[src/rtl/pipeline_ctrl.sv]
// Central stall/flush sequencer for the 5-stage core: merges all stall and
// redirect sources into per-stage enables, bubble controls and one PC redirect.
module pipeline_ctrl #(
  parameter int XLEN         = 32,
  parameter int DRAIN_CYCLES = 2
) (
  input  logic            clk,
  input  logic            rst_n,
  input  logic            load_stall,
  input  logic            br_ctrl,
  input  logic [XLEN-1:0] br_target,
  input  logic            ret_ctrl,
  input  logic [XLEN-1:0] ret_target,
  input  logic            trap_req,
  input  logic [XLEN-1:0] trap_vec,
  input  logic            imem_ready,
  input  logic            dmem_req,
  input  logic            dmem_ready,
  input  logic            mdu_start,
  input  logic            mdu_done,
  output logic            pc_en,
  output logic            if_id_en,
  output logic            id_ex_en,
  output logic            ex_mem_en,
  output logic            mem_wb_en,
  output logic            if_id_flush,
  output logic            id_ex_flush,
  output logic            ex_mem_flush,
  output logic            redir_valid,
  output logic [XLEN-1:0] redir_pc,
  output logic            trap_ack,
  output logic [2:0]      ctrl_state
);

  typedef enum logic [2:0] {
    ST_RUN        = 3'd0,
    ST_MDU_WAIT   = 3'd1,
    ST_DMEM_WAIT  = 3'd2,
    ST_REDIR_PEND = 3'd3,
    ST_TRAP_DRAIN = 3'd4
  } state_t;

  localparam int CW = (DRAIN_CYCLES > 1) ? $clog2(DRAIN_CYCLES) : 1;
  localparam logic [CW-1:0] DRAIN_INIT = CW'(DRAIN_CYCLES - 1);

  state_t          r_state;
  logic            r_pend_valid;
  logic [XLEN-1:0] r_pend_pc;
  logic [CW-1:0]   r_drain_cnt;

  state_t          w_state_nxt;
  logic            w_pend_valid_nxt;
  logic [XLEN-1:0] w_pend_pc_nxt;
  logic [CW-1:0]   w_drain_cnt_nxt;

  logic            w_pc_en, w_if_id_en, w_id_ex_en, w_ex_mem_en, w_mem_wb_en;
  logic            w_if_id_flush, w_id_ex_flush, w_ex_mem_flush;
  logic            w_redir_valid, w_trap_ack;
  logic [XLEN-1:0] w_redir_pc;
  logic            w_ctl_flow;
  logic [XLEN-1:0] w_flow_target;

  assign w_ctl_flow    = br_ctrl | ret_ctrl;
  assign w_flow_target = br_ctrl ? br_target : ret_target;

  // Redirect contract: redir_valid is a single-cycle strobe; the PC takes
  // redir_pc on that cycle and no acknowledge is returned.
  always_comb begin
    w_state_nxt      = r_state;
    w_pend_valid_nxt = r_pend_valid;
    w_pend_pc_nxt    = r_pend_pc;
    w_drain_cnt_nxt  = r_drain_cnt;
    w_pc_en          = 1'b1;
    w_if_id_en       = 1'b1;
    w_id_ex_en       = 1'b1;
    w_ex_mem_en      = 1'b1;
    w_mem_wb_en      = 1'b1;
    w_if_id_flush    = 1'b0;
    w_id_ex_flush    = 1'b0;
    w_ex_mem_flush   = 1'b0;
    w_redir_valid    = 1'b0;
    w_redir_pc       = '0;
    w_trap_ack       = 1'b0;

    case (r_state)
      ST_RUN: begin
        if (trap_req) begin
          w_pc_en         = 1'b0;
          w_if_id_flush   = 1'b1;
          w_id_ex_flush   = 1'b1;
          w_ex_mem_flush  = 1'b1;
          w_drain_cnt_nxt = DRAIN_INIT;
          w_state_nxt     = ST_TRAP_DRAIN;
        end else if (dmem_req && !dmem_ready) begin
          w_pc_en     = 1'b0;
          w_if_id_en  = 1'b0;
          w_id_ex_en  = 1'b0;
          w_ex_mem_en = 1'b0;
          w_mem_wb_en = 1'b0;
          // A branch resolving under a data stall is replayed once memory returns.
          if (w_ctl_flow) begin
            w_pend_valid_nxt = 1'b1;
            w_pend_pc_nxt    = w_flow_target;
          end
          w_state_nxt = ST_DMEM_WAIT;
        end else if (mdu_start && !mdu_done) begin
          w_pc_en        = 1'b0;
          w_if_id_en     = 1'b0;
          w_id_ex_en     = 1'b0;
          w_ex_mem_flush = 1'b1;
          w_state_nxt    = ST_MDU_WAIT;
        end else if (w_ctl_flow) begin
          w_if_id_flush = 1'b1;
          w_id_ex_flush = 1'b1;
          if (imem_ready) begin
            w_redir_valid = 1'b1;
            w_redir_pc    = w_flow_target;
          end else begin
            w_pc_en          = 1'b0;
            w_pend_valid_nxt = 1'b1;
            w_pend_pc_nxt    = w_flow_target;
            w_state_nxt      = ST_REDIR_PEND;
          end
        end else if (load_stall) begin
          w_pc_en       = 1'b0;
          w_if_id_en    = 1'b0;
          w_id_ex_flush = 1'b1;
        end else if (!imem_ready) begin
          w_pc_en       = 1'b0;
          w_if_id_flush = 1'b1;
        end
      end

      ST_DMEM_WAIT: begin
        if (!dmem_ready) begin
          w_pc_en     = 1'b0;
          w_if_id_en  = 1'b0;
          w_id_ex_en  = 1'b0;
          w_ex_mem_en = 1'b0;
          w_mem_wb_en = 1'b0;
        end else begin
          if (r_pend_valid) begin
            w_redir_valid = 1'b1;
            w_redir_pc    = r_pend_pc;
            w_if_id_flush = 1'b1;
            w_id_ex_flush = 1'b1;
          end
          w_pend_valid_nxt = 1'b0;
          w_state_nxt      = ST_RUN;
        end
      end

      ST_MDU_WAIT: begin
        if (!mdu_done) begin
          w_pc_en        = 1'b0;
          w_if_id_en     = 1'b0;
          w_id_ex_en     = 1'b0;
          w_ex_mem_flush = 1'b1;
        end else begin
          w_state_nxt = ST_RUN;
        end
      end

      ST_REDIR_PEND: begin
        w_pc_en       = 1'b0;
        w_if_id_flush = 1'b1;
        if (imem_ready) begin
          w_redir_valid    = 1'b1;
          w_redir_pc       = r_pend_pc;
          w_pc_en          = 1'b1;
          w_pend_valid_nxt = 1'b0;
          w_state_nxt      = ST_RUN;
        end
      end

      ST_TRAP_DRAIN: begin
        w_pc_en        = 1'b0;
        w_if_id_flush  = 1'b1;
        w_id_ex_flush  = 1'b1;
        w_ex_mem_flush = 1'b1;
        w_mem_wb_en    = 1'b1;
        if (r_drain_cnt != '0) begin
          w_drain_cnt_nxt = r_drain_cnt - CW'(1);
        end else if (imem_ready) begin
          w_redir_valid = 1'b1;
          w_redir_pc    = trap_vec;
          w_trap_ack    = 1'b1;
          w_state_nxt   = ST_RUN;
        end
      end

      default: begin
        w_state_nxt = ST_RUN;
      end
    endcase
  end

  always_ff @(posedge clk or negedge rst_n) begin
    if (!rst_n) begin
      r_state      <= ST_RUN;
      r_pend_valid <= 1'b0;
      r_pend_pc    <= '0;
      r_drain_cnt  <= '0;
    end else begin
      r_state      <= w_state_nxt;
      r_pend_valid <= w_pend_valid_nxt;
      r_pend_pc    <= w_pend_pc_nxt;
      r_drain_cnt  <= w_drain_cnt_nxt;
    end
  end

  // Outputs are forced quiet while reset is held so nothing advances.
  assign pc_en        = rst_n & w_pc_en;
  assign if_id_en     = rst_n & w_if_id_en;
  assign id_ex_en     = rst_n & w_id_ex_en;
  assign ex_mem_en    = rst_n & w_ex_mem_en;
  assign mem_wb_en    = rst_n & w_mem_wb_en;
  assign if_id_flush  = rst_n & w_if_id_flush;
  assign id_ex_flush  = rst_n & w_id_ex_flush;
  assign ex_mem_flush = rst_n & w_ex_mem_flush;
  assign redir_valid  = rst_n & w_redir_valid;
  assign trap_ack     = rst_n & w_trap_ack;
  assign redir_pc     = rst_n ? w_redir_pc : '0;
  assign ctrl_state   = rst_n ? r_state : 3'd0;

endmodule

[config.mk]
export PLATFORM = sky130hd
export DESIGN_NAME = pipeline_ctrl
export DESIGN_NICKNAME = d
export VERILOG_FILES = /design/src/rtl/pipeline_ctrl.sv
export SDC_FILE = /design/constraint.sdc
export NUM_CORES = 1
export LEC_CHECK = 0
export CAP_MARGIN = 20
export CORE_MARGIN = 2
export CORE_UTILIZATION = 37
export DETAILED_ROUTE_END_ITERATION = 6
export HOLD_SLACK_MARGIN = 0.12
export PLACE_DENSITY = 0.79
export SETUP_SLACK_MARGIN = 0.1
export SLEW_MARGIN = 20
export SYNTH_ARGS = -nofsm -noshare
export SYNTH_HDL_FRONTEND = slang
export SYNTH_SLANG_ARGS = --single-unit
[constraint.sdc]
create_clock -name clk -period 2.1 [get_ports clk]
set_input_delay 0.21 -clock clk [delete_from_list [all_inputs] [get_ports clk]]
set_output_delay 0.21 -clock clk [all_outputs]
set_load 0.005 [all_outputs]
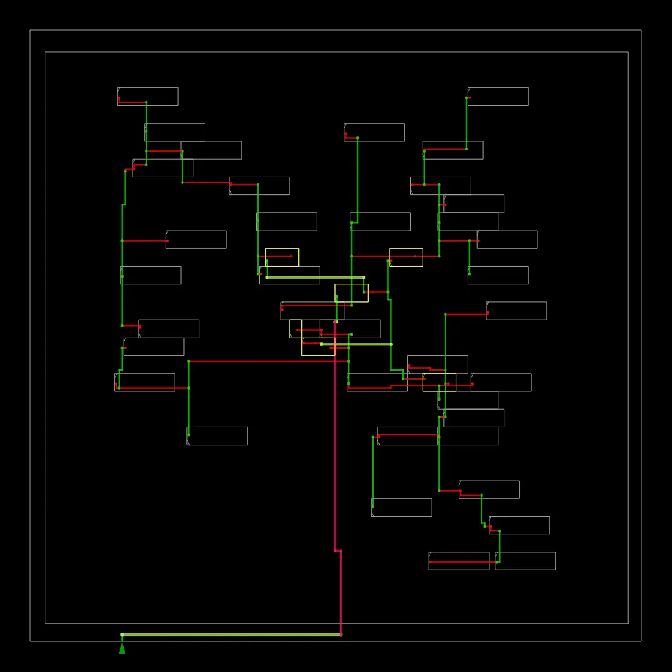
**Above:** clock routing.
clk_buf instances: 5
CTS Buf Count: 5
clock sink count: 37
Final Skew: 0.004732 ns
seq_cells: 37

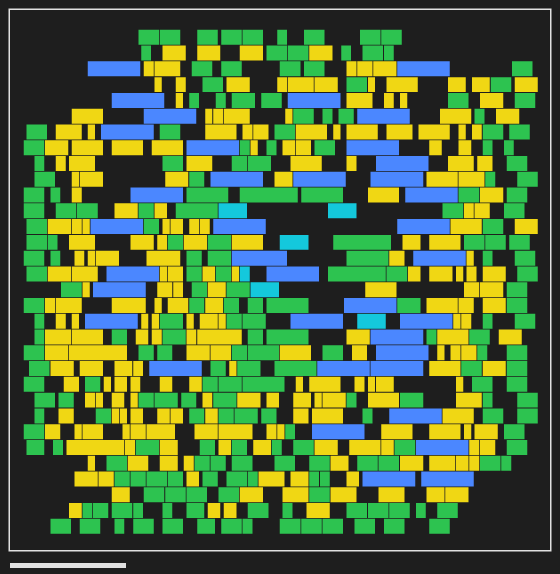
**Above:** placed cells, one colour a class.
The bar under the picture is 20 um long.
legend:
  green:
    class: remaining buffers and delay cells
    cells: 218
  yellow:
    class: remaining logic cells
    cells: 240
  cyan:
    class: clock drivers and dummy loads
    cells: 6
  blue:
    class: sequential cells
    cells: 37

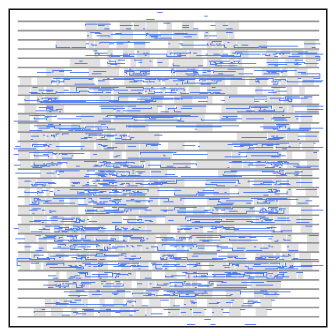
**Above:** met1 routing.
Supply wires on this layer in grey.
share of all routed wire: 38%
wire length on this layer: 4290 um
main direction: horizontal
nets with wire on the layer: 540
longest straight run: 37.7 um
via count: 3319
met1 usage: 0.2903
Routed WL: 11330 um

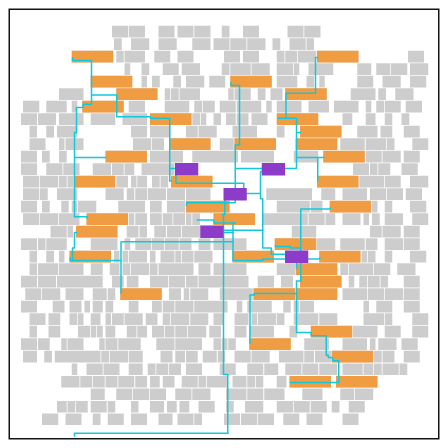
**Above:** clock network drawn from the DEF.
legend:
  orange:
    item: flip-flops
    count: 37
  cyan:
    item: clock wires
    length: 531 um
  purple:
    item: clock-net drivers
    count: 5
routed clock nets: 6

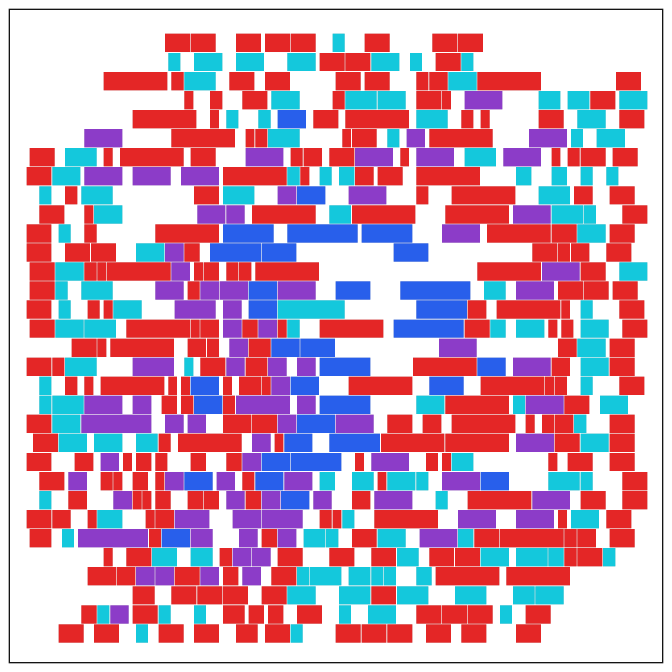
**Above:** cell sizes after repair.
legend:
  red:
    size: x1 and smaller
    cells: 267
    share: 53%
    most_used: clkdlybuf4s50_1
  blue:
    size: x6 and larger
    cells: 33
    share: 6.6%
    most_used: buf_6
  cyan:
    size: x2
    cells: 121
    share: 24%
    most_used: buf_2
  purple:
    size: x3 and x4
    cells: 80
    share: 16%
    most_used: buf_4
setup ws final: -0.3051 ns
Non-clk bufs: 218

==> flow_metrics.py <==
# Synthesis and PnR figures
metrics = {
    "run_status": {
        "status": "complete, but fails checks",
        "violations": "negative setup slack",
    },
    "timing": {
        "finalMaxSlewViolations": 0,
        "setup_slack_ns": -0.3051,
        "tightest_slew_ns": 0.5340,
        "setup_viol": 69,
        "rsz0062_at_grt": "yes",
        "slew_headroom": 0.6424,
    },
    "finish": {
        "final_nets": 609,
        "fin_util": 0.6836,
        "final_area_sq_mm": 0.005283,
    },
    "synth": {
        "synthArstFlopShare": 1.000,
        "ys_seq_elements": 37,
        "ys_cells": 305,
        "syn_inst": 305,
        "synth.cellmix.compoundShare": 0.2117,
        "synth.top_cell.area_share": 0.3152,
        "simple_gate_share": 0.1227,
        "ys_seq_share": 0.3152,
        "logic_family": "multiplexers",
        "yosys_warnings": 0,
        "xor_share": 0,
    },
    "setup_path": {
        "slowest_delay_ns": 0.52,
        "crit_fanout": 8,
        "path_common_cell": "buf_6",
        "startpoint": "r_state[0]",
        "cp_slowest_cell": "or4_4",
        "endpoint": "r_pend_pc[9]",
        "reg2reg_depth": 7,
        "crit_required_ns": 2.26,
        "cp.depth": 7,
    },
    "global_route": {
        "grt-ovfl-total": 0,
    },
    "power": {
        "finalPower_mw": 4.785,
    },
    "clock_tree": {
        "cts_tree": "yes",
        "clock_path_buffers": 2,
        "cts_root_buf": "clkbuf_8",
        "cts_setup_buffers": 18,
    },
    "routing": {
        "wire_per_inst_um": 18.79,
    },
    "placed_design": {
        "preCtsSetupSlack_ns": -0.5794,
    },
}
[registers in the layout (all words and copies together) (netlist names)]
signal / flops
r_pend_pc: 32
r_state: 3
r_drain_cnt: 1
r_pend_valid: 1
[cells by family after synthesis]
| kind of cell | count (synthesis) |
|---|---|
| AND-OR/OR-AND | 97 |
| AND/OR/NAND/NOR | 73 |
| multiplexers | 65 |
| buffers and inverters | 33 |
| flip-flops | 37 |
[routing by layer]
metal / GRT usage / routed length (um) / vias to the layer above
li1: - / - / 1525
met1: 0.2903 / 4290 / 1619
met2: 0.4958 / 6036 / 154
met3: 0.04110 / 707 / 21
met4: 0.09314 / 299 / 0
met5: 0 / 0 / -
[layout by cell type, fill, tap and decap left out, types with 3 or more instances in the layout]
master / Yosys / layout
a22oi_1: 32 / 12
mux2_4: 29 / 29
a21oi_2: 0 / 11
clkdlybuf4s50_1: 0 / 107
nand2_2: 0 / 8
buf_6: 2 / 16
buf_16: 0 / 3
nand2_1: 37 / 29
nor2_1: 10 / 8
clkbuf_8: 0 / 5
inv_1: 5 / 4
nand2b_1: 3 / 3
o21ai_0: 5 / 4
a21oi_1: 42 / 29
and2_1: 4 / 4
dfrtp_1: 37 / 36
buf_12: 2 / 8
nor2b_1: 4 / 4
a22oi_2: 0 / 20
buf_4: 1 / 38
buf_2: 3 / 39
dlygate4sd2_1: 0 / 3
mux2_2: 35 / 35
[cell type report]
type                            count  area (sq um)
Fill cell                         610          2445
Multi-Input combinational cell    235          2100
Timing Repair Buffer              218          2036
Sequential cell                    37         927.1
Tap cell                          102         127.6
Clock buffer                        5         68.82
Inverter                            5         18.77
Clock inverter                      1         5.005
[power by group]
part           switching, mW  internal, mW  leakage, nW
clock                  0.244         0.219       0.0399
sequential             0.244          1.07        0.442
combinational           1.26          1.75         1.75
total                   1.74          3.04         2.23
Power and IR drop assume default switching activity.
